## config.mk

```make
export PLATFORM = sky130hd
export DESIGN_NAME = aging_priority_arbiter
export DESIGN_NICKNAME = d
export VERILOG_FILES = /design/src/rtl/aging_priority_arbiter.sv
export SDC_FILE = /design/constraint.sdc
export NUM_CORES = 1
export LEC_CHECK = 0
export CAP_MARGIN = 20
export CORE_MARGIN = 1
export CORE_UTILIZATION = 35
export CTS_BUF_LIST = sky130_fd_sc_hd__clkbuf_4
export CTS_CLUSTER_DIAMETER = 200
export CTS_CLUSTER_SIZE = 8
export DETAILED_ROUTE_END_ITERATION = 12
export PLACE_DENSITY_LB_ADDON = 0.3
export SETUP_SLACK_MARGIN = 0.15
export SLEW_MARGIN = 10
export SYNTH_ARGS = -nofsm -noshare
export SYNTH_HDL_FRONTEND = slang
export SYNTH_SLANG_ARGS = --single-unit
```

## constraint.sdc

```tcl
create_clock -name clock -period 11.15 [get_ports clock]
set_clock_uncertainty 0.15 [all_clocks]
set_input_delay 2.23 -clock clock [delete_from_list [all_inputs] [get_ports clock]]
set_output_delay 2.23 -clock clock [all_outputs]
set_load 0.01 [all_outputs]
```

## src/rtl/aging_priority_arbiter.sv

```systemverilog
// Static-priority arbiter with per-channel aging: channels waiting at least
// timeout_value cycles are served round-robin ahead of the static order.
module aging_priority_arbiter #(
    parameter int unsigned SIZE          = 4,
    parameter int unsigned TIMEOUT_WIDTH = 4
) (
    input  logic                     clock,
    input  logic                     resetn,
    input  logic [SIZE-1:0]          requests,
    input  logic                     ready,
    input  logic [TIMEOUT_WIDTH-1:0] timeout_value,
    output logic [SIZE-1:0]          grant,
    output logic                     grant_timeout,
    output logic [SIZE-1:0]          timed_out
);

    localparam int unsigned PTR_W = $clog2(SIZE);
    localparam int unsigned NCH   = SIZE - 1;
    localparam logic [TIMEOUT_WIDTH-1:0] CNT_MAX = '1;

    logic [TIMEOUT_WIDTH-1:0] wait_count [1:SIZE-1];
    logic [PTR_W-1:0]         rr_pointer;
    logic [PTR_W-1:0]         rr_next;

    // A channel is timed out only while it is requesting and aging is enabled.
    always_comb begin
        timed_out = '0;
        for (int i = 1; i < SIZE; i++) begin
            timed_out[i] = requests[i] && (timeout_value != '0) &&
                           (wait_count[i] >= timeout_value);
        end
    end

    // Grant selection: round-robin among timed-out channels, else static priority.
    always_comb begin
        int unsigned pos;
        logic [PTR_W-1:0] sel;
        logic found;
        grant         = '0;
        grant_timeout = 1'b0;
        rr_next       = rr_pointer;
        found         = 1'b0;
        pos           = 0;
        sel           = '0;
        if (ready) begin
            if (timed_out != '0) begin
                for (int unsigned off = 0; off < NCH; off++) begin
                    pos = 32'(rr_pointer) - 1 + off;
                    if (pos >= NCH) pos = pos - NCH;
                    pos = pos + 1;
                    sel = PTR_W'(pos);
                    if (!found && timed_out[sel]) begin
                        found         = 1'b1;
                        grant[sel]    = 1'b1;
                        grant_timeout = 1'b1;
                        rr_next       = (pos == NCH) ? PTR_W'(1) : PTR_W'(pos + 1);
                    end
                end
            end else begin
                for (int i = 0; i < SIZE; i++) begin
                    if (!found && requests[i]) begin
                        found    = 1'b1;
                        grant[i] = 1'b1;
                    end
                end
            end
        end
    end

    // Wait counters clear on withdrawal or acceptance, otherwise saturate upward.
    always_ff @(posedge clock or negedge resetn) begin
        if (!resetn) begin
            for (int i = 1; i < SIZE; i++) wait_count[i] <= '0;
            rr_pointer <= PTR_W'(1);
        end else begin
            for (int i = 1; i < SIZE; i++) begin
                if (!requests[i]) begin
                    wait_count[i] <= '0;
                end else if (grant[i] && ready) begin
                    wait_count[i] <= '0;
                end else if (wait_count[i] != CNT_MAX) begin
                    wait_count[i] <= wait_count[i] + TIMEOUT_WIDTH'(1);
                end
            end
            if (ready && grant_timeout) rr_pointer <= rr_next;
        end
    end

endmodule

```

==> out/metrics.cfg <==
[detailed_routing]
wl_met3_um = 241
top_layer = met4
drt_wl_total_um = 3524
wl_per_cell_um = 14.81
drc = 0
first_pass_iters = 6
via_per_inst = 5.567
dr_total_vias = 1325

[grt]
use_met2 = 0.2636
grt_overflow = 0
grt_usage = 0.1684
use_met3 = 0.04223
antenna_found_initial = 0
top_usage_layer = met2
grtUsageMet1 = 0.2194
grt_pass1_vias = 1234

[floorplan]
core_mm2 = 0.004058
ios = 20
core_util_floorplan = 0.3713
rows = 23
die_x_um = 67.61
tap_cells = 50

[worst_setup_path]
end_kind = primary output
cpPeakStageDelay_ps = 620
critPathSlowestCell = clkdlybuf4s50_1
reg2reg_depth = 9
crit_end = grant[2]
crit_path_start = timeout_value[0]
r2r_end = wait_count[10]
path_cells = clkdlybuf4s50_1 -> ha_1 -> nand2b_1 -> a2111oi_2 -> nor2_2 -> a211oi_2 -> nand3_1 -> a311oi_2 -> clkdlybuf4s50_1
critPathMostFrequentCell = clkdlybuf4s50_1
crit_fanout = 6
r2r_slack_ps = 7870
required_ps = 8770
timing.rr.start = wait_count[4]
crit_type = primary input to primary output
cpLargestDelayFamily = AND-OR/OR-AND gates

[logic_synthesis]
edf_count = 0
ys_types = 52
simple_gate_area_frac = 0.2442
synthTopCellsByArea = dfrtp_1 22%, ha_1 18%, nor2_1 3.7%
logic_family = AND-OR/OR-AND gates
ys.warnings.count = 0
avgSynthCellArea_um2 = 9.021
synthMuxAreaShare = 0.02907
yosys-stat-area_mm2 = 0.001506
synth-xor-area-share = 0.01744
fp_nets = 200
syn_inst = 167
synth_flops = 14
synth.cellmix.compoundShare = 0.2508
common_cells = 22 x ha_1, 15 x nor2_1, 13 x dfrtp_1, 13 x inv_1
synth_dominant_cell_count = ha_1
synth_area_leader_cell = dfrtp_1
synth_adder_area_share = 0.1827
async_flop_share = 1.000
yosysSeqAreaShare = 0.2334
netlist.area_leader.share = 0.2159

[sta]
final_hold_viol_count = 0
period_minus_slack_ps = 8045
rsz0062_at_grt = false
final.setup.tns_ps = 0
min_period_over_period = 0.7215
setup_slack_ps = 3105
tightest_slew_ps = 707.0

[run]
maxCapViolCount = 0

[clocking]
clockBufferDepth = 2
cts_hold_buf = 0
clk_latency_ps = 290
clock-root-buffer = clkbuf_4
clk_pin_slew_worst_paths_ps = 100
ctsResizeCount = 0
cts_buffers = 3

[place]
post-place-ws_ps = 3149
port_buffers = 18
post_dp_cell_area_mm2 = 0.001742
routabilityCongestion = 0.9017

[final_layout]
max_flop_register = wait_count
largestClassByArea = multi-input combinational cells
comb_cells = 138
largest_register_ffs = 12
layout_top_cells = 22 x ha_1, 18 x clkdlybuf4s50_1, 15 x nor2_1
buffers_excl_clock = 18
clkCellAreaFrac = 0.01486
inverters = 14
area_delta_synth_final_pct = 17.36
logic_area_mm2 = 0.001095
fill_cells = 404
non_clock_buffer_area_share = 0.1019
fin_cells = 238
flop_area_um2 = 351.6
ff_count = 14
nets = 222
finish.utilization = 0.4357

[pwr]
p_sw_frac = 0.4581
power_density_mw_per_mm2 = 139.4
seq_power_share = 0.279
power_leader = combinational cells
switchingPower_mw = 0.1129
p_leak_nw = 0.7592
internal-power_mw = 0.1335
peakVddDrop_uv = 102.0
p_comb_frac = 0.588
power.total_mw = 0.2464

[min_path]
min_path_cells = 2
min_to = rr_pointer[0]
hold_start = rr_pointer[0]

[run_status]
status = complete, no violations

Close-up of the layout:
Region (21, 21) to (46, 46) um. Cells in gray, sequential cells in the stronger gray; small squares are vias.
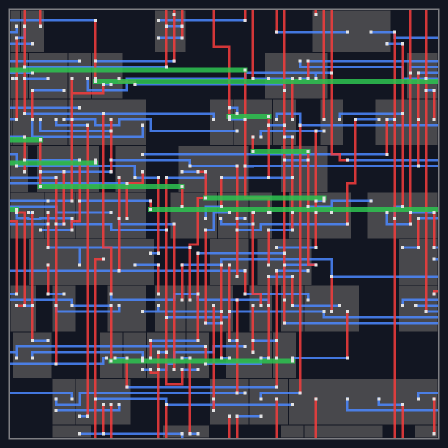
| color | layer |
|---|---|
| red | met2 |
| blue | met1 |
| green | met3 |
most frequent: nor2_1 (6), nand2_1 (5)
sequential cells in the window: 0
cells with their middle in the window: 50

M2 wires:
Scale: 6 px per um.
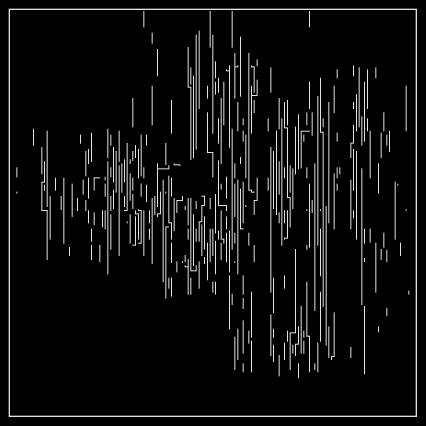
main direction: vertical
share of all routed wire: 43%
longest straight run: 29.1 um
nets with wire on the layer: 175
wire length on this layer: 1520 um

Register map, names as in the netlist:
Scale: 6 px per um. Other cells in gray.
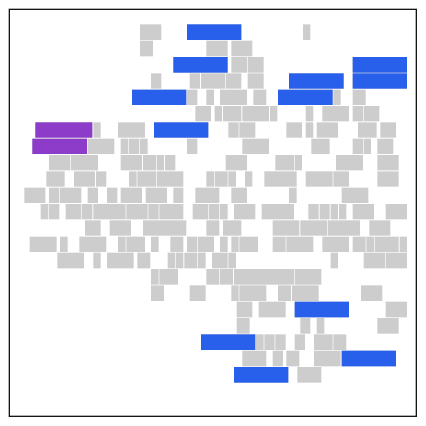
| color | signal | placed flops |
|---|---|---|
| blue | wait_count | 12 |
| purple | rr_pointer | 2 |

